### Sizing map

(3 px per um)
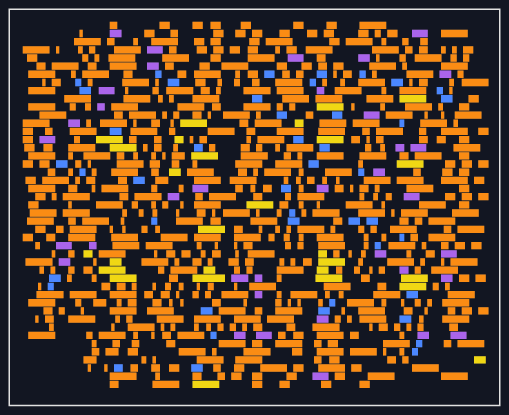
### Routing congestion

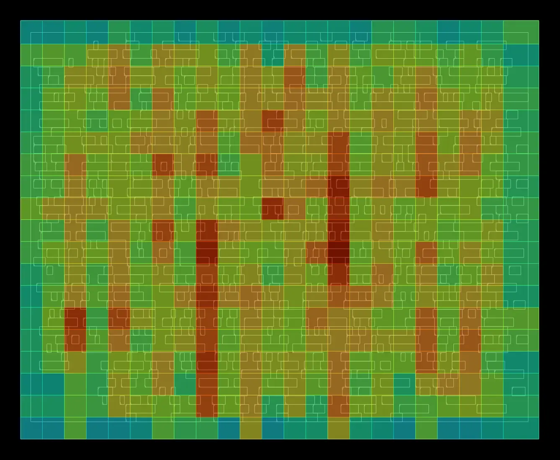
### Sequential cells colored by netlist name

(2 px per um)
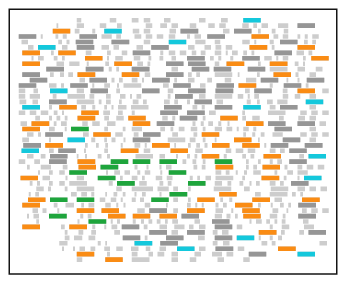
===== config.mk =====
export PLATFORM = sky130hd
export DESIGN_NAME = sw_conditioner
export DESIGN_NICKNAME = d
export VERILOG_FILES = /design/src/rtl/sw_conditioner.sv
export SDC_FILE = /design/constraint.sdc
export NUM_CORES = 1
export LEC_CHECK = 0
export CELL_PAD_IN_SITES_DETAIL_PLACEMENT = 2
export CELL_PAD_IN_SITES_GLOBAL_PLACEMENT = 2
export CORE_ASPECT_RATIO = 0.8
export CORE_MARGIN = 3
export CORE_UTILIZATION = 38
export DETAILED_ROUTE_END_ITERATION = 7
export GPL_ROUTABILITY_DRIVEN = 0
export PLACE_DENSITY_LB_ADDON = 0.1
export SLEW_MARGIN = 20
export SYNTH_ARGS = -nofsm -noshare
export SYNTH_HDL_FRONTEND = slang
export SYNTH_HIERARCHICAL = 1
export SYNTH_SLANG_ARGS = --single-unit

===== constraint.sdc =====
create_clock -name CLK100MHZ -period 6.4 [get_ports CLK100MHZ]
set_input_delay 0.64 -clock CLK100MHZ [delete_from_list [all_inputs] [get_ports CLK100MHZ]]
set_output_delay 0.64 -clock CLK100MHZ [all_outputs]
set_load 0.02 [all_outputs]

===== src/rtl/sw_conditioner.sv =====
// Slide-switch conditioner: 2-flop sync, tick-sampled per-bit debounce, edge pulses and
// a sticky change mask behind a valid/ack handshake. Define SW_LED_MIRROR_EN for a registered LED mirror.

module sw_db_lane #(
  parameter int STABLE_TICKS = 10
) (
  input  logic clk,
  input  logic rst_n,
  input  logic sync,
  input  logic tick,
  output logic db,
  output logic rise,
  output logic fall
);
  localparam int CW = $clog2(STABLE_TICKS + 1);
  localparam logic [CW-1:0] CNT_LAST = CW'(STABLE_TICKS - 1);

  logic [CW-1:0] cnt_q, cnt_d;
  logic          db_q, db_d, rise_q, rise_d, fall_q, fall_d;

  always_comb begin
    cnt_d  = cnt_q;
    db_d   = db_q;
    rise_d = 1'b0;
    fall_d = 1'b0;
    if (sync == db_q) begin
      cnt_d = '0;
    end else if (tick) begin
      if (cnt_q == CNT_LAST) begin
        cnt_d  = '0;
        db_d   = ~db_q;
        rise_d = ~db_q;
        fall_d = db_q;
      end else begin
        cnt_d = cnt_q + CW'(1);
      end
    end
  end

  always_ff @(posedge clk or negedge rst_n) begin
    if (!rst_n) begin
      cnt_q  <= '0;
      db_q   <= 1'b0;
      rise_q <= 1'b0;
      fall_q <= 1'b0;
    end else begin
      cnt_q  <= cnt_d;
      db_q   <= db_d;
      rise_q <= rise_d;
      fall_q <= fall_d;
    end
  end

  assign db   = db_q;
  assign rise = rise_q;
  assign fall = fall_q;
endmodule

module sw_conditioner #(
  parameter int N_SW         = 16,
  parameter int TICK_CYCLES  = 100000,
  parameter int STABLE_TICKS = 10
) (
  input  logic            CLK100MHZ,
  input  logic            CPU_RESETN,
  input  logic [N_SW-1:0] SW,
  output logic [N_SW-1:0] SW_DB,
  output logic [N_SW-1:0] SW_RISE,
  output logic [N_SW-1:0] SW_FALL,
  output logic            EVT_VALID,
  output logic [N_SW-1:0] EVT_MASK,
  output logic            EVT_OVF,
  input  logic            EVT_ACK
`ifdef SW_LED_MIRROR_EN
  ,
  output logic [N_SW-1:0] LED
`endif
);
  localparam int PW = $clog2(TICK_CYCLES);

  logic [N_SW-1:0] sync1_q, sync1_d, sync2_q, sync2_d;
  logic [PW-1:0]   pre_q, pre_d;
  logic            tick;
  logic [N_SW-1:0] mask_q, mask_d, chg;
  logic            valid_q, valid_d, ovf_q, ovf_d, ack_acc;

  assign tick = (pre_q == PW'(TICK_CYCLES - 1));

  always_comb begin
    sync1_d = SW;
    sync2_d = sync1_q;
    pre_d   = tick ? '0 : pre_q + PW'(1);
  end

  sw_db_lane #(.STABLE_TICKS(STABLE_TICKS)) u_lane [N_SW-1:0] (
    .clk  (CLK100MHZ),
    .rst_n(CPU_RESETN),
    .sync (sync2_q),
    .tick (tick),
    .db   (SW_DB),
    .rise (SW_RISE),
    .fall (SW_FALL)
  );

  assign chg     = SW_RISE | SW_FALL;
  assign ack_acc = EVT_ACK & valid_q;

  // An ack clears overflow even if a repeat change lands in the same cycle:
  // the mask was just consumed, so that change starts a fresh event.
  always_comb begin
    if (ack_acc) begin
      mask_d = chg;
      ovf_d  = 1'b0;
    end else begin
      mask_d = mask_q | chg;
      ovf_d  = ovf_q | (|(chg & mask_q));
    end
    valid_d = |mask_d;
  end

  always_ff @(posedge CLK100MHZ or negedge CPU_RESETN) begin
    if (!CPU_RESETN) begin
      sync1_q <= '0;
      sync2_q <= '0;
      pre_q   <= '0;
      mask_q  <= '0;
      valid_q <= 1'b0;
      ovf_q   <= 1'b0;
    end else begin
      sync1_q <= sync1_d;
      sync2_q <= sync2_d;
      pre_q   <= pre_d;
      mask_q  <= mask_d;
      valid_q <= valid_d;
      ovf_q   <= ovf_d;
    end
  end

  assign EVT_MASK  = mask_q;
  assign EVT_VALID = valid_q;
  assign EVT_OVF   = ovf_q;

`ifdef SW_LED_MIRROR_EN
  logic [N_SW-1:0] led_q, led_d;
  assign led_d = SW_DB;
  always_ff @(posedge CLK100MHZ or negedge CPU_RESETN) begin
    if (!CPU_RESETN) led_q <= '0;
    else             led_q <= led_d;
  end
  assign LED = led_q;
`endif
endmodule

==> results.toml <==
# yosys + openroad results
[run_status]
run_status = "finished clean"

[routing]
first_pass_iters = 4
wirelength_um = 20400
drt_drc_violations_left = 0
drt_iter0_markers = 311
ant_nets = 0
wire_per_inst_um = 20.6
top_signal_layer_used = "met4"
wl_met3_um = 552
vias_per_cell = 5.23
route.vias.total = 5164

[grt]
first_global_vias = 5955
groute.layer.met2.usage_pct = 34.7
antenna_found_initial = 0
global_route.overflow_total = 0
grt_start_max_net_pins = 102
grt_first_pass_wirelength_um = 33700

[power]
clk_power_w = 0.00103
sw_frac_of_total_pct = 23.5
power.static_leakage_nw = 4.04
pwr-share-comb_pct = 2.0
worst_ir_drop_vdd_mv = 0.153
power_top_consumer = "sequential cells"
total_switching_power_w = 0.000524
power_per_cell_area_nw_per_um2 = 241
comb_power_w = 0.0000455

[final_timing]
fmax_ghz = 0.336
timing.final.crit_share_pct = 46.5
timing_hold_violations_final = 0
max_slew.worst_pin.slew_ps = 950
timing.hold.ws_ps = 312
finalSetupTns_ps = 0
report.final.setup_viol = 0
relative_max_transition_margin_pct = 36.7
timing.final.crit_period_ps = 2980
rsz0062_at_grt = "false"
final.setup.worst_slack_ps = 3420

[synth]
synthDominantAreaCellType = "sky130_fd_sc_hd__dfrtp_1"
synth.top_cells.by_area = "sky130_fd_sc_hd__dfrtp_1 (60%), sky130_fd_sc_hd__xnor2_1 (4.6%), sky130_fd_sc_hd__o21ai_0 (3.3%)"
ys_async_sr_fraction_pct = 100
synth-edff-count = 0
yosysMostFrequentCell = "sky130_fd_sc_hd__dfrtp_1"
synthesis.yosys.warnings = 6
postSynth.topFlopCell = "sky130_fd_sc_hd__dfrtp_1"
synth_flops = 179
synth-seq-area-share_pct = 59.8
synth.cells.most_frequent = "sky130_fd_sc_hd__dfrtp_1 (179), sky130_fd_sc_hd__o21ai_0 (50), sky130_fd_sc_hd__xnor2_1 (39)"
syn-num-nets = 638
yosys-stat-area_um2 = 7490

[worst_hold_path]
hold_class = "primary input to asynchronous set/reset pin"

[finish]
flow.area_growth_from_synthesis_pct = 23.4
antenna-diode-count = 0
fillerInstances = 1895
layout-drive-gt1-share_pct = 14.7
layout.nets = 741
most_frequent_standard_cell_in_the_layout_excluding_fill_and_tap_cells = "sky130_fd_sc_hd__dfrtp_1"
comb_area_um2 = 2990
lay_top_cells = "sky130_fd_sc_hd__dfrtp_1 (179), sky130_fd_sc_hd__clkdlybuf4s50_1 (83), sky130_fd_sc_hd__o21ai_0 (50)"
fin_cells = 988

[floorplanning]
chipHeight_um = 132
fp_util_pct = 39.1
die-width_um = 163
core_area_um2 = 19100
design.portCount = 85

[critical_path]
setup.worst_path.end_class = "register"
crit-reg2reg-capture = "u_lane[5]/db$_DFFE_PN0P_"
critical_path.startpoint = "pre_q[0]$_DFF_PN0_"
timing.critical_path.fanout_max = 57
r2r_cells = 8
timing.setup.critical_path_class = "register to register"
critical_path.slowest_cell = "sky130_fd_sc_hd__buf_4"
start_kind = "register"
cpPeakStageDelay_ps = 570
arrival_ps = 3290
worst_r2r_startpoint = "pre_q[0]$_DFF_PN0_"
crit_path_cell_trace = "ha_1 -> and4_1 -> nand2_1 -> nor3_4 -> buf_4 -> nand2_2 -> or3b_4 -> mux2_4"

[clocking]
worst_skew_pair.late_latency_ps = 430
post_cts.resized_instances = 0
post-cts-setup-buffers = 0
path_clk_slew_ps = 70
postCtsHoldBufs = 0
clockRootBuffer = "sky130_fd_sc_hd__clkbuf_16"
clock_path_buffers = 2
h-tree-depth = 4

[placed_design]
dp_slack_ps = 3440
number_of_placed_instances_with_taps_included = 956
placement.cell_area_um2 = 8670

[run]
tool_warnings = 30
timing.max_cap.violations = 0
Back to the opening pictures, 'Sizing map':
x6 and larger -> yellow  # cells 27, most used clkbuf_16
x1 and smaller -> orange  # cells 623, most used dfrtp_1
x3 and x4 -> purple  # cells 36
x2 -> blue  # cells 44, most used nand2_2
Repair and plain buffers: 87
post-route standard cell area excluding fillers: 9250 um2

Back to the opening pictures, 'Routing congestion':
GR met3 Demand/Resource: 3.44%
layer with the highest usage: met2
GRT Overall Usage: 20.1%
global routing met1 resource utilization: 26.3%

Back to the opening pictures, 'Sequential cells colored by netlist name':
`sync2_q` -> cyan  # flops 16, where all over the die
`pre_q` -> green  # flops 17
`u_lane/cnt_q` -> orange  # flops 64
post-route core utilization: 48.3%
sequential cell power: 0.00115 W
Storage cell area: 4480 um2

## layout make-up
cell class	count	area share, %
inverters	3	0.122
multi-input cells	429	32.3
clock inverters	15	1.61
clock buffers	17	4.60
well taps	258	3.49
repair buffers	87	9.39
flip-flops and latches	179	48.5
## logic make-up (layout without fill, tap and decap cells)
group / count (synthesis) / count (layout) / share of synthesized area [%]
xor gates and xnor gates: 57 / 57 / 6.66
and+or+nand+nor: 244 / 244 / 20.9
DFF: 179 / 179 / 59.8
muxes: 16 / 16 / 3.11
adders and majority gates: 5 / 5 / 0.835
buffers and inverters: 6 / 122 / 0.401
AOI/OAI and AO/OA: 107 / 107 / 8.32
## sequential cells by signal, indices dropped and copies added (netlist names)
register and flops:
u_lane/db 16, EVT_MASK 16, u_lane/rise 16, EVT_VALID 1, EVT_OVF 1, u_lane/cnt_q 64
sync1_q 16, sync2_q 16, u_lane/fall 16, pre_q 17
## worst min-delay path by stage
stage                     startpoint                     to  cells past startpoint
2_1_floorplan   sync1_q[0]$_DFF_PN0_   sync2_q[0]$_DFF_PN0_                      0
3_3_place_gp    sync1_q[8]$_DFF_PN0_   sync2_q[8]$_DFF_PN0_                      0
3_5_place_dp    sync1_q[1]$_DFF_PN0_   sync2_q[1]$_DFF_PN0_                      0
4_1_cts        sync1_q[11]$_DFF_PN0_  sync2_q[11]$_DFF_PN0_                      0
5_1_grt        sync1_q[14]$_DFF_PN0_  sync2_q[14]$_DFF_PN0_                      0
6_report                  CPU_RESETN  sync2_q[15]$_DFF_PN0_                      1
## critical path: cells and delay by family, from the launching register on
kind          cells  cell delay [ps]
fa+ha+maj         1              230
buf+inv           1              570
flops             1              410
mux               1              300
simple gates      5             1310
Power is estimated from default activity; no workload was simulated.
